Fig. 1: run 1, gate families picked out
Scale: 6 px per um.
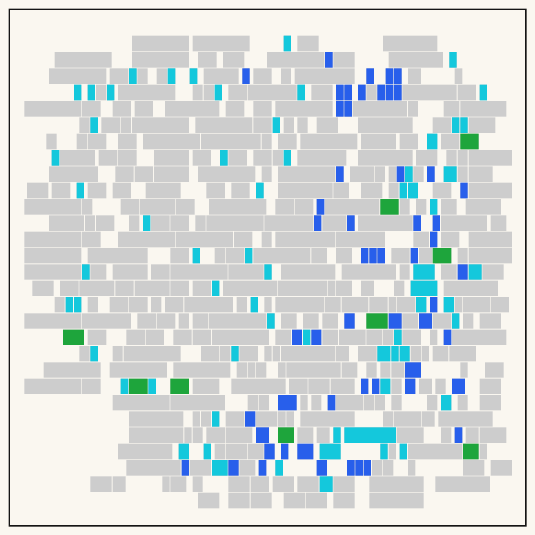
Fig. 2: run 1, zoomed window
Window x 28 to 58, y 11 to 41 um. Cells in gray, sequential cells in the stronger gray; small squares are vias.
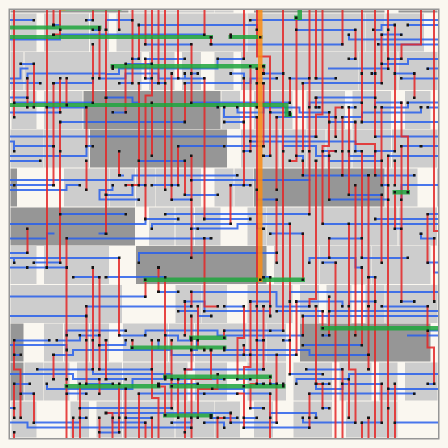
Fig. 3: run 1, routing congestion
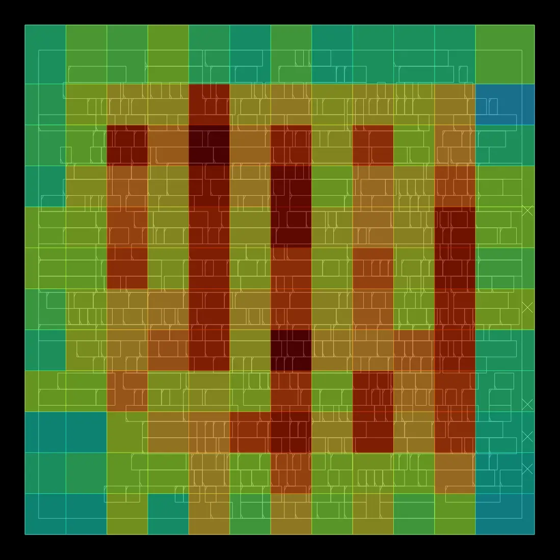
File: src/rtl/tx_phy_framer.sv
// USB-PD TX framer: 4b5b symbols for [preamble if TX_PREAMBLE_EN], SOP K-codes, data nibbles, CRC32, EOP.
// Symbols valid the cycle after TX_START; stalls on SYM_READY low, one-cycle bubble per fetched byte.
module tx_phy_framer (
  input  logic       CLK,
  input  logic       reset,
  input  logic       TX_START,
  input  logic [2:0] TX_SOP_TYPE,
  input  logic [7:0] TX_BYTE_COUNT,
  input  logic [7:0] TX_DATA,
  input  logic       TX_DATA_VALID,
  output logic       TX_DATA_READY,
  input  logic       TX_ABORT,
  output logic [4:0] SYM_OUT,
  output logic       SYM_VALID,
  input  logic       SYM_READY,
  output logic       TX_BUSY,
  output logic       TX_DONE,
  output logic       TX_ERROR
);

  localparam logic [4:0] SYNC1 = 5'b11000;
  localparam logic [4:0] SYNC2 = 5'b10001;
  localparam logic [4:0] SYNC3 = 5'b00110;
  localparam logic [4:0] EOP_K = 5'b01101;

`ifdef TX_PREAMBLE_EN
  localparam int IDX_W = 4;
`else
  localparam int IDX_W = 3;
`endif

  typedef enum logic [2:0] {
    IDLE,
`ifdef TX_PREAMBLE_EN
    PREAMBLE,
`endif
    SOP,
    DATA_LO,
    DATA_HI,
    CRC,
    EOP
  } state_t;

  state_t             state, state_nxt;
  logic [IDX_W-1:0]   idx;
  logic [1:0]         sop_type;
  logic [4:0]         byte_cnt;
  logic [31:0]        crc;
  logic [7:0]         hold_dat;
  logic               hold_vld;
  logic               start_ok, abort_hit, sym_xfer, byte_acc;
  logic [31:0]        crc_out;

  function automatic logic [4:0] enc4b5b(input logic [3:0] n);
    logic [4:0] s;
    case (n)
      4'h0: s = 5'b11110;  4'h1: s = 5'b01001;  4'h2: s = 5'b10100;  4'h3: s = 5'b10101;
      4'h4: s = 5'b01010;  4'h5: s = 5'b01011;  4'h6: s = 5'b01110;  4'h7: s = 5'b01111;
      4'h8: s = 5'b10010;  4'h9: s = 5'b10011;  4'hA: s = 5'b10110;  4'hB: s = 5'b10111;
      4'hC: s = 5'b11010;  4'hD: s = 5'b11011;  4'hE: s = 5'b11100;  default: s = 5'b11101;
    endcase
    return s;
  endfunction

  function automatic logic [4:0] sop_sym(input logic [1:0] t, input logic [1:0] i);
    logic [4:0] s;
    case (t)
      2'd1:    s = i[1] ? SYNC3 : SYNC1;
      2'd2:    s = i[0] ? SYNC3 : SYNC1;
      default: s = (i == 2'd3) ? SYNC2 : SYNC1;
    endcase
    return s;
  endfunction

  // Reflected CRC32 (0x04C11DB7 reversed = 0xEDB88320), one byte per call.
  function automatic logic [31:0] crc_byte(input logic [31:0] c, input logic [7:0] d);
    logic [31:0] r;
    r = c ^ {24'h0, d};
    for (int i = 0; i < 8; i++) r = r[0] ? ((r >> 1) ^ 32'hEDB88320) : (r >> 1);
    return r;
  endfunction

  assign start_ok      = (TX_SOP_TYPE <= 3'd2) && (TX_BYTE_COUNT >= 8'd2) && (TX_BYTE_COUNT <= 8'd30);
  assign abort_hit     = (state != IDLE) && TX_ABORT;
  assign TX_BUSY       = (state != IDLE);
  assign TX_DATA_READY = (state == DATA_LO) && !hold_vld;
  assign SYM_VALID     = (state != IDLE) && !((state == DATA_LO) && !hold_vld);
  assign sym_xfer      = SYM_VALID && SYM_READY;
  assign byte_acc      = TX_DATA_READY && TX_DATA_VALID;
  assign crc_out       = ~crc;

  always_ff @(posedge CLK or posedge reset) begin
    if (reset) state <= IDLE;
    else       state <= state_nxt;
  end

  always_comb begin
    state_nxt = state;
    SYM_OUT   = 5'b00000;
    case (state)
      IDLE: begin
        if (TX_START && start_ok) begin
`ifdef TX_PREAMBLE_EN
          state_nxt = PREAMBLE;
`else
          state_nxt = SOP;
`endif
        end
      end
`ifdef TX_PREAMBLE_EN
      PREAMBLE: begin
        SYM_OUT = idx[0] ? 5'b10101 : 5'b01010;
        if (sym_xfer && idx == 4'd11) state_nxt = SOP;
      end
`endif
      SOP: begin
        SYM_OUT = sop_sym(sop_type, idx[1:0]);
        if (sym_xfer && idx == IDX_W'(3)) state_nxt = DATA_LO;
      end
      DATA_LO: begin
        SYM_OUT = enc4b5b(hold_dat[3:0]);
        if (sym_xfer) state_nxt = DATA_HI;
      end
      DATA_HI: begin
        SYM_OUT = enc4b5b(hold_dat[7:4]);
        if (sym_xfer) state_nxt = (byte_cnt == 5'd0) ? CRC : DATA_LO;
      end
      CRC: begin
        SYM_OUT = enc4b5b(crc_out[{idx[2:0], 2'b00} +: 4]);
        if (sym_xfer && idx == IDX_W'(7)) state_nxt = EOP;
      end
      EOP: begin
        SYM_OUT = EOP_K;
        if (sym_xfer) state_nxt = IDLE;
      end
      default: state_nxt = IDLE;
    endcase
    if (abort_hit) state_nxt = IDLE;
  end

  always_ff @(posedge CLK or posedge reset) begin
    if (reset) begin
      idx      <= '0;
      sop_type <= 2'd0;
      byte_cnt <= 5'd0;
      crc      <= 32'hFFFFFFFF;
      hold_dat <= 8'h00;
      hold_vld <= 1'b0;
      TX_DONE  <= 1'b0;
      TX_ERROR <= 1'b0;
    end else begin
      TX_DONE  <= 1'b0;
      TX_ERROR <= 1'b0;
      if (abort_hit) begin
        TX_ERROR <= 1'b1;
        hold_vld <= 1'b0;
      end else begin
        if (state == IDLE && TX_START) begin
          if (start_ok) begin
            sop_type <= TX_SOP_TYPE[1:0];
            byte_cnt <= TX_BYTE_COUNT[4:0];
            crc      <= 32'hFFFFFFFF;
            idx      <= '0;
            hold_vld <= 1'b0;
          end else begin
            TX_ERROR <= 1'b1;
          end
        end
        if (byte_acc) begin
          hold_dat <= TX_DATA;
          hold_vld <= 1'b1;
          byte_cnt <= byte_cnt - 5'd1;
          crc      <= crc_byte(crc, TX_DATA);
        end
        if (sym_xfer) begin
          idx <= (state_nxt != state) ? '0 : idx + IDX_W'(1);
          if (state == DATA_HI) hold_vld <= 1'b0;
          if (state == EOP)     TX_DONE  <= 1'b1;
        end
      end
    end
  end

endmodule

File: config.mk
export PLATFORM = sky130hd
export DESIGN_NAME = tx_phy_framer
export DESIGN_NICKNAME = d
export VERILOG_FILES = /design/src/rtl/tx_phy_framer.sv
export SDC_FILE = /design/constraint.sdc
export NUM_CORES = 1
export LEC_CHECK = 0
export CAP_MARGIN = 10
export CORE_MARGIN = 2
export CORE_UTILIZATION = 59
export CTS_BUF_LIST = sky130_fd_sc_hd__clkbuf_16
export DETAILED_ROUTE_END_ITERATION = 8
export GPL_TIMING_DRIVEN = 0
export PLACE_DENSITY = 0.82
export SLEW_MARGIN = 20
export SYNTH_ARGS = -nofsm -noshare
export SYNTH_HDL_FRONTEND = slang
export SYNTH_SLANG_ARGS = --single-unit
File: constraint.sdc
create_clock -name CLK -period 2.8 [get_ports CLK]
set_input_delay 0.56 -clock CLK [delete_from_list [all_inputs] [get_ports CLK]]
set_output_delay 0.56 -clock CLK [all_outputs]
set_load 0.1 [all_outputs]
==> GITHUB_STEP_SUMMARY, run 1 <==
### Flow metrics

| Metric | Value |
|---|---|
| Violated checks | `design-rule violations, negative setup slack` |
| Worst Path Arrival | `approximately 2.4 ns` |
| R2r setup slk | `about 0.4 ns` |
| Tot GR Track Use | `0.278` |
| Worst Hold Path EP | `crc[22]` |
| M2 GR Usage | `0.472` |
| Status | `finished, violations left` |
| Cell row count | `29` |
| RSZ-0062 raised after global routing | `true` |
| Dominant cell area share | `0.213` |
| Final Cycle Share | `1.05` |
| WHS Path Cells | `2` |
| Area of the mapped netlist | `about 4000 um^2` |
| CP max FO | `6` |
| Mapped Cells | `roughly 410` |
| Max incr delay on CP | `0.40 ns` |
| Total gr overflow | `0` |
| Setup WS post-layout | `-0.134 ns` |
| Tool warning count | `32` |
| Drt drc | `5` |
| Final Critical Period | `between 2 and 3 ns` |
| Final TNS setup | `-0.412 ns` |
| Mean Syn Cell Area | `roughly 9.6 um^2` |
| Synth Flop Type | `dfstp_2` |
| P_seq | `around 1.7 mW` |
| Synth async-reset ratio | `1.00` |
| Reg2Reg Depth | `5` |
| HPWL reported at the end of detailed placement | `a little over 7000 um` |
| Netlist cell types | `60` |
| Initial core utilization | `0.615` |
| Buffers on Ports | `34` |
| Crit-path most repeated cell | `buf_4` |
| I/O pins | `35` |
| CTS Buf Count | `5` |
| Avg Vias per Cell | `about 6.1` |
| Top Registers | `crc: 32 flops, hold_dat: 8 flops, byte_cnt: 5 flops` |
| RD Place Congestion | `~0.9` |
| Hold Path Origin | `crc[22]` |
| Largest Register | `crc` |
| Top cells by count | `49 x nor2_1, 46 x a21oi_1, 39 x nand2_1, 35 x xnor2_1, 32 x dfstp_2` |
| LEAKAGE | `~1.9 nW` |
| Finished Cell Area | `~4800 um^2` |
| CP Cell Sequence | `buf_6, buf_4, buf_4, mux4_2, mux2_2, a21oi_2, o21ai_2, a21oi_4, buf_12` |
| Fraction of final layout cells sized beyond drive strength 1 | `0.234` |
| Worst Setup SP | `idx[2]` |
| #FFs+latches synth | `56` |
| Core area | `~6400 um^2` |
| # H-tree levels | `2` |
| Sw power | `between 3 and 4 mW` |
| # setup viols final | `4` |
| Synthesized net count | `approximately 450` |
| Global-route wire length before repair | `15,900 um` |
| Number of setup buffers added after CTS | `5` |
| Seq. cell area | `between 1000 and 1500 um^2` |
| Worst Path Required | `approximately 2.2 ns` |
| Fmax | `between 300 and 400 MHz` |
| Met3 wire length | `around 550 um` |
| CP endpoint kind | `output port` |
| Total combinational power | `about 4.4 mW` |
| Area leader, netlist | `dfstp_2` |
| Worst IR Drop VDD | `just over 0.001 V` |
| Placed cells | `around 520` |
| CP Class | `register to output port` |
| Nets | `497` |
| Hold WS | `roughly 0.52 ns` |
| Setup crit start kind | `register` |
| Layout area overhead | `20.9%` |
| YS chip area | `just under 4000 um^2` |
| Antenna viol nets, final | `0` |
About Fig. 1:
Key: cyan = NOR gates [cells 64, where spread over the die]; blue = NAND gates [cells 55]; green = AND-OR and OR-AND gates [cells 9]
combinational share of cell area: 0.521
Finished Layout Cells: 542
Top cell excl fill/tap: nor2_1

About Fig. 2:
Key: orange = metal 4; red = metal 2; green = metal 3; blue = metal 1
Sequential cells in the window: 6. 87 logic cells have their middle in the window. Most frequent: nor2_1 (8), clkbuf_1 (8), a21oi_1 (8). Netlist names of flops here include crc (3).

About Fig. 3:
grt met1 use: 0.366
routing usage on met3: 0.0423
Most Crowded Layer GR: met2

-- run 1: final cells by class --
type / count / area share
plain buffers: 17 / 0.0178
clock buffers: 5 / 0.0262
clock inverters: 3 / 0.00445
inverters: 14 / 0.0118
multi-input cells: 325 / 0.521
flip-flops and latches: 56 / 0.302
well taps: 77 / 0.0202
repair buffers: 45 / 0.0964
-- run 1: critical path: cells and delay by family (launching register included) --
kind	cells	cell delay, ns
AND-OR/OR-AND	3	0.46
buffers and inverters	4	0.61
flip-flops	1	0.40
multiplexers	2	0.61
-- run 1: kinds of logic after synthesis --
logic type	synth area share
AND/OR/NAND/NOR	0.154
AND-OR/OR-AND	0.149
XOR/XNOR	0.201
flip-flops	0.365
buffers and inverters	0.0332
multiplexers	0.0728
adder cells (fa/ha/maj)	0.0253
==> run 2: changes to the inputs <==
--- a/config.mk
+++ b/config.mk
@@ -7,11 +7,11 @@
 export LEC_CHECK = 0
 export CAP_MARGIN = 10
 export CORE_MARGIN = 2
-export CORE_UTILIZATION = 59
+export CORE_UTILIZATION = 55
 export CTS_BUF_LIST = sky130_fd_sc_hd__clkbuf_16
 export DETAILED_ROUTE_END_ITERATION = 8
 export GPL_TIMING_DRIVEN = 0
-export PLACE_DENSITY = 0.82
+export PLACE_DENSITY = 0.78
 export SLEW_MARGIN = 20
 export SYNTH_ARGS = -nofsm -noshare
 export SYNTH_HDL_FRONTEND = slang
Fig. 4: run 2, routed clock nets over the placement
Scale: 4 px per um.
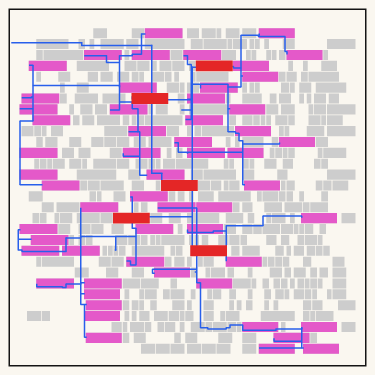
Key: red = clock drivers [count 5]; blue = clock wires [length 704 um]; magenta = flip-flops [count 56]
Position of the flops: spread over the die. There are 6 routed clock nets.
Max Clock Skew: 0.00579 ns
Clock Power: 612 uW

Fig. 5: run 2, gate families picked out
Scale: 6 px per um.
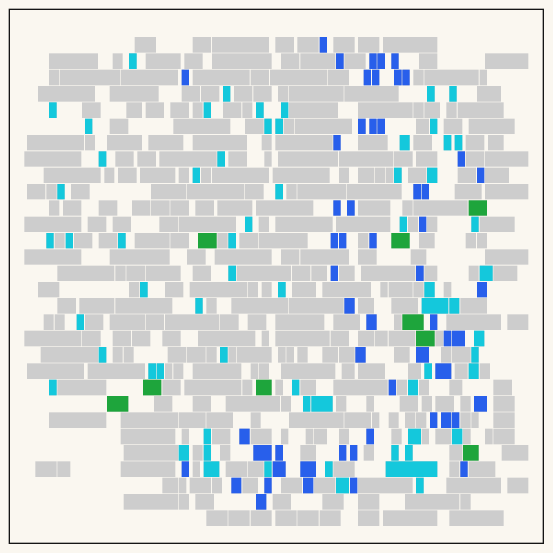
Key: blue = NAND gates [cells 55]; green = AND-OR and OR-AND gates [cells 9]; cyan = NOR gates [cells 64, where spread over the die]
Finished Layout Cells: 558
combinational share of cell area: 0.521

==> run 2 against run 1 <==
Net effect:
- the flow finishes with violations (negative setup slack)
- maximum frequency fell by 0.12%
- non-clock buffer count shrank 3
- via count fell by 2.2%
- total power up 0.10%
- largest power group unchanged
- largest cell class unchanged
- critical endpoint unchanged
- hold slack lost 0.0022 ns
- cell count grew 3.0%
- register-to-register slack worse by 0.07 ns
==> GITHUB_STEP_SUMMARY, run 2 <==
### Flow metrics

| Metric | Value |
|---|---|
| Status | `finished, violations left` |
| Violated checks | `negative setup slack` |
| Pint | `approximately 3.6 mW` |
| Worst Path Required | `2.24 ns` |
| Max_cap viols | `0` |
| Slowest stage cell, crit path | `mux4_2` |
| Routed len/inst | `approximately 18 um` |
| WHS Path Cells | `2` |
| Nets | `a little under 500` |
| Fraction of final layout cells sized beyond drive strength 1 | `0.223` |
| Worst-path clk slew | `roughly 0.07 ns` |
| Vias in the first global route | `between 3k and 4k` |
| Buffers on Ports | `34` |
| Clk root buf | `clkbuf_16` |
| Reg-to-Reg Start | `state[0]` |
| Final Cycle Share | `1.05` |
| Max incr delay on CP | `0.57 ns` |
| Setup crit start kind | `register` |
| CP Class | `register to output port` |
| Final Critical Period | `2.94 ns` |
| Pwr Density | `1410 nW/um^2` |
| Seq. cell area | `1440 um^2` |
| Total die area | `just under 8000 um^2` |
| Dominant cell area share | `0.213` |
| Area of the mapped netlist | `3950 um^2` |
| Top pwr grp | `combinational logic` |
| HPWL reported at the end of detailed placement | `~7300 um` |
| Top logic family | `XOR/XNOR gates` |
| Number of enable flip-flop cells | `0` |
| Worst path depth | `7` |
| Clk pwr share | `0.091` |
| R2r setup slk | `roughly 0.33 ns` |
| Top Registers | `crc: 32 flops, hold_dat: 8 flops, byte_cnt: 5 flops` |
| YS chip area | `slightly below 4000 um^2` |
| Antenna viol nets, final | `0` |
| Pwr Total | `just under 7 mW` |
| Xor/xnor share | `0.201` |
| Core area | `6870 um^2` |
| Netlist cell types | `approximately 60` |
| Tool warning count | `32` |
| Fin util | `0.695` |
| Worst r2r dst | `byte_cnt[3]` |
| Yosys warns | `0` |
| Setup crit end | `SYM_OUT[4]` |
| Fmax | `~340 MHz` |
| And+or+nand+nor area frac | `0.154` |
| Top cell excl fill/tap | `nor2_1` |
| CP endpoint kind | `output port` |
| Synth Flop Type | `dfstp_2` |
| Highest metal used | `met4` |
| Critical path buffers and inverters | `2` |
| Die y size | `88.8 um` |
| Routing usage on met3 | `0.0326` |
| Met3 wire length | `around 370 um` |
| Initial core utilization | `0.575` |
| Die Span X | `around 90 um` |
| Total gr overflow | `0` |
| Most frequent cells in the layout | `48 x nor2_1, 44 x a21oi_1, 39 x nand2_1` |
| Yosys aoi share | `0.149` |
| Worst IR Drop VDD | `0.000934 V` |
| Iter 0 DRT Violations | `224` |
| Global-route wire length before repair | `~16,000 um` |
| LEAKAGE | `approximately 1.9 nW` |
| RD Place Congestion | `about 0.94` |
| I/O pins | `35` |
| WL met2 | `around 5300 um` |
| Routed wire length | `around 10,000 um` |
| RSZ-0062 raised after global routing | `true` |
| Routed vias | `approximately 3.3k` |
| Largest register FFs | `32` |
| Top cells by count | `49 x nor2_1, 46 x a21oi_1, 39 x nand2_1, 35 x xnor2_1, 32 x dfstp_2` |
| Synthesized net count | `around 450` |
| Slew headroom | `0.358` |
| Cell row count | `30` |
| Max Transition Viols Final | `0` |
| Sw Ratio | `0.463` |
| Tot GR Track Use | `0.276` |
| CP max FO | `8` |
| P_seq | `~1.8 mW` |
| Gate power share | `0.650` |
| Placed cells | `~540` |
| Flop pwr share | `0.259` |
| Total combinational power | `about 4.4 mW` |
| M2 GR Usage | `0.480` |
| Hold WS | `just over 0.5 ns` |
| Grt met1 use | `0.372` |
| CTS Buf Count | `5` |
| Yosys cell count | `around 400` |
| Reg2Reg Depth | `5` |
| Post-CTS Resized | `around 65` |
| DRT Pass-1 Iters | `4` |
| Largest cells by area | `dfstp_2 21%, dfrtp_1 15%, xnor2_1 7.8%` |
| Synth async-reset ratio | `1.00` |
| Setup WS post-layout | `-0.138 ns` |
| # H-tree levels | `2` |
| Fin. Hold Viols | `0` |
| Sw power | `between 3 and 4 mW` |
| Area leader, netlist | `dfstp_2` |
| Fillers | `between 500 and 600` |
| Layout area overhead | `20.8%` |
| Avg Vias per Cell | `around 5.8` |
| CP Cell Sequence | `buf_6, mux4_2, mux2_4, a21oi_1, o21ai_1, a21oi_4, buf_12` |
| CP delay by family, top | `multiplexers` |
| Mean Syn Cell Area | `roughly 9.6 um^2` |
| CTS sink cnt | `around 56` |
| Hold WC Path Type | `register to register` |
| Worst Setup SP | `idx[1]` |
| Fa+ha+maj area frac | `0.0253` |
| Hold Path Origin | `crc[19]` |
| # setup viols final | `4` |
| Mapped Cells | `slightly above 400` |
| Worst Hold Path EP | `crc[19]` |
| Longest Clk Path Bufs | `2` |
| Most Crowded Layer GR | `met2` |
| Synth mux share | `0.0728` |
| Drt drc | `0` |
| CTS tree | `done` |
| Largest Register | `crc` |
| #FFs+latches synth | `between 50 and 60` |
| Number of setup buffers added after CTS | `6` |
| Worst Path Arrival | `~2.4 ns` |
run 2: stage by stage:
stage | area [um^2] | setup WS [ns] | TNS (ns)
floorplan | 4010 | -0.234 | -0.234
global placement | 4470 | -0.885 | -7.20
detailed placement | 4470 | -0.926 | -4.25
CTS | 4740 | -0.117 | -0.245
global route | 4770 | -0.171 | -0.584
finish | 4770 | -0.138 | -0.369
run 2: final cells by class:
| class | count | area share |
|---|---|---|
| buffer | 17 | 0.0176 |
| inverter | 14 | 0.0118 |
| timing repair buffer | 42 | 0.0933 |
| tap | 96 | 0.0252 |
| clock buffer | 5 | 0.0262 |
| multi-input combinational | 325 | 0.521 |
| clock inverter | 3 | 0.00262 |
| sequential | 56 | 0.302 |
==> run 3: changes to the inputs <==
--- a/config.mk
+++ b/config.mk
@@ -11,6 +11,7 @@
 export CTS_BUF_LIST = sky130_fd_sc_hd__clkbuf_16
 export DETAILED_ROUTE_END_ITERATION = 8
 export GPL_TIMING_DRIVEN = 0
+export HOLD_SLACK_MARGIN = 0.05
 export PLACE_DENSITY = 0.78
 export SLEW_MARGIN = 20
 export SYNTH_ARGS = -nofsm -noshare
Fig. 6: run 3, routed clock nets over the placement
Scale: 4 px per um.
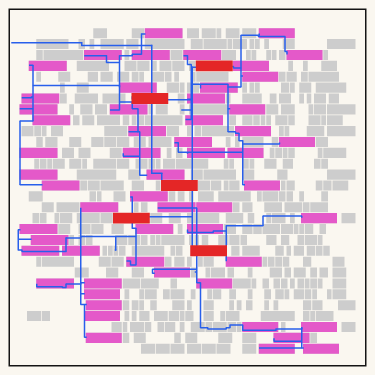
Key: red = clock drivers [count 5]; blue = clock wires [length 704 um]; magenta = flip-flops [count 56]
There are 6 routed clock nets. Position of the flops: spread over the die.
Clk pwr share: 0.091
clk_lat worst skew: 0.29 ns

Fig. 7: run 3, gate families picked out
Scale: 6 px per um.
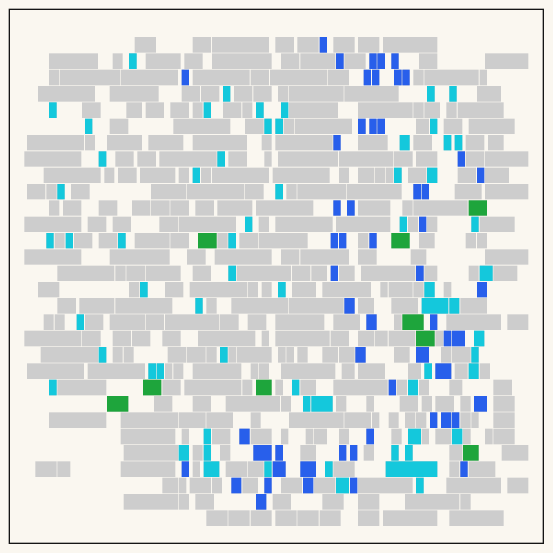
Key: blue = NAND gates [cells 55]; green = AND-OR and OR-AND gates [cells 9]; cyan = NOR gates [cells 64, where spread over the die]

==> run 3 against run 2 <==
Net effect:
- clock skew unchanged
- critical path depth unchanged
- sequential power about the same
- die area unchanged
- the run still ends with negative setup slack left
==> GITHUB_STEP_SUMMARY, run 3 <==
### Flow metrics

| Metric | Value |
|---|---|
| Worst IR Drop VDD | `between 0.0009 and 0.001 V` |
| Iter 0 DRT Violations | `around 220` |
| Placed cells | `around 540` |
| Finished Layout Cells | `558` |
| Final Cycle Share | `1.05` |
| Slew headroom | `0.358` |
| Setup crit start kind | `register` |
| Violated checks | `negative setup slack` |
| Dpl ws | `-0.926 ns` |
| Reg2Reg Depth | `5` |
| Antenna viol nets, final | `0` |
| RD Place Congestion | `about 0.94` |
| Status | `finished, violations left` |
| Total die area | `7880 um^2` |
| Netlist cell types | `around 60` |
| Setup WS post-layout | `-0.138 ns` |
| LEAKAGE | `around 1.9 nW` |
| Clk root buf | `clkbuf_16` |
| Total gr overflow | `0` |
| Sw Ratio | `0.463` |
| Worst Setup SP | `idx[1]` |
| DRT Pass-1 Iters | `4` |
| Worst r2r dst | `byte_cnt[3]` |
| HPWL reported at the end of detailed placement | `7310 um` |
| Clkbuf count | `5` |
| CP Cell Sequence | `buf_6, mux4_2, mux2_4, a21oi_1, o21ai_1, a21oi_4, buf_12` |
| Area leader, netlist | `dfstp_2` |
| Hold WS | `0.518 ns` |
| Worst Path Arrival | `~2.4 ns` |
| CTS Buf Count | `5` |
| Pwr Total | `6.75 mW` |
| Number of enable flip-flop cells | `0` |
| Largest Register | `crc` |
| Reg-to-Reg Start | `state[0]` |
| Finished Cell Area | `about 4800 um^2` |
| Avg Vias per Cell | `~5.8` |
| Flop pwr share | `0.259` |
| Critical path buffers and inverters | `2` |
| Die Span X | `just under 90 um` |
| Worst-path clk slew | `roughly 0.070 ns` |
| Area of the mapped netlist | `about 4000 um^2` |
| Layout area overhead | `20.8%` |
| Worst Hold Path EP | `crc[19]` |
| Fa+ha+maj area frac | `0.0253` |
| Mean Syn Cell Area | `about 9.6 um^2` |
| CP Class | `register to output port` |
| Flip-flops | `~56` |
| Die y size | `just under 90 um` |
| Yosys cell count | `~410` |
| Max_cap viols | `0` |
| Hold WC Path Type | `register to register` |
| Seq. cell area | `~1400 um^2` |
| Nets | `roughly 490` |
| Area-dominant class | `multi-input combinational cells` |
| YS chip area | `about 4000 um^2` |
| Tool warning count | `32` |
| Max incr delay on CP | `roughly 0.57 ns` |
| Pint | `~3.6 mW` |
| Core area | `6870 um^2` |
| Max Clock Skew | `about 0.0058 ns` |
| Drt drc | `0` |
| WHS Path Cells | `2` |
| Yosys aoi share | `0.149` |
| CP endpoint kind | `output port` |
| Pwr Density | `~1400 nW/um^2` |
| Well Taps | `around 96` |
| Fmax | `approximately 340 MHz` |
| Tot GR Track Use | `0.276` |
| Fraction of final layout cells sized beyond drive strength 1 | `0.223` |
| Fillers | `539` |
| Routed wire length | `roughly 10,000 um` |
| DP Area | `approximately 4500 um^2` |
| Synth Flop Type | `dfstp_2` |
| Max Transition Viols Final | `0` |
| Most frequent cells in the layout | `48 x nor2_1, 44 x a21oi_1, 39 x nand2_1` |
| Mapped Cells | `around 410` |
| Xor/xnor share | `0.201` |
| Combinational share of cell area | `0.521` |
| Top cells by count | `49 x nor2_1, 46 x a21oi_1, 39 x nand2_1, 35 x xnor2_1, 32 x dfstp_2` |
| Top cell excl fill/tap | `nor2_1` |
| Non-clock buffer share | `0.111` |
| Dominant cell area share | `0.213` |
| And+or+nand+nor area frac | `0.154` |
| Sw power | `3.13 mW` |
| Worst Path Required | `approximately 2.2 ns` |
| Top Registers | `crc: 32 flops, hold_dat: 8 flops, byte_cnt: 5 flops` |
| Synth mux share | `0.0728` |
| Initial core utilization | `0.575` |
| Worst path depth | `7` |
| Routed vias | `about 3.3k` |
| Longest Clk Path Bufs | `2` |
| Final Critical Period | `2.94 ns` |
| RSZ-0062 raised after global routing | `true` |
| # setup viols final | `4` |
| Final TNS setup | `-0.369 ns` |
| CP delay by family, top | `multiplexers` |
| CTS tree | `done` |
| Largest cells by area | `dfstp_2 21%, dfrtp_1 15%, xnor2_1 7.8%` |
| Synthesized net count | `~450` |
| Top logic family | `XOR/XNOR gates` |
| Fin. Hold Viols | `0` |
| # H-tree levels | `2` |
| Yosys warns | `0` |
| Buffers on Ports | `34` |
| Setup crit end | `SYM_OUT[4]` |
| Gate power share | `0.650` |
| Global-route wire length before repair | `roughly 16,000 um` |
| Logic inverters | `14` |
| CTS sink cnt | `56` |
| Seq/total area | `0.302` |
| #FFs+latches synth | `roughly 56` |
| Synth async-reset ratio | `1.00` |
| Vias in the first global route | `3,200` |
| ClkCell Share | `0.0288` |
| Largest register FFs | `32` |
| Non-clock buffers | `between 50 and 60` |
==> run 3: cell counts in the layout (fill, tap and decap cells not counted) <==
Identical to the previous run, type by type.
==> run 3: timing repair <==
action	in CTS	in global routing
gates resized	65	6
buffers inserted	6	2
setup endpoints to repair	7	6
hold endpoints to repair	0	0
pin swaps	5	1
==> run 3: per-layer routing <==
layer,wire length [um],up-vias,track usage
li1,-,1532,-
met1,4480,1617,0.372
met2,5260,102,0.480
met3,369,9,0.0326
met4,80,0,0.0606
met5,0,-,0
==> run 3: power groups by stage <==
stage                     Clock [mW]  Combinational [mW]  Sequential [mW]
final                          0.612                4.39             1.75
after detailed placement           0                3.96             1.75
after global placement             0                3.87             1.72
after global routing           0.641                4.72             1.79
after floorplan                    0                3.21             1.69
after CTS                      0.611                4.28             1.74
Power figures rest on the tool's default switching activity, not on a simulated workload.
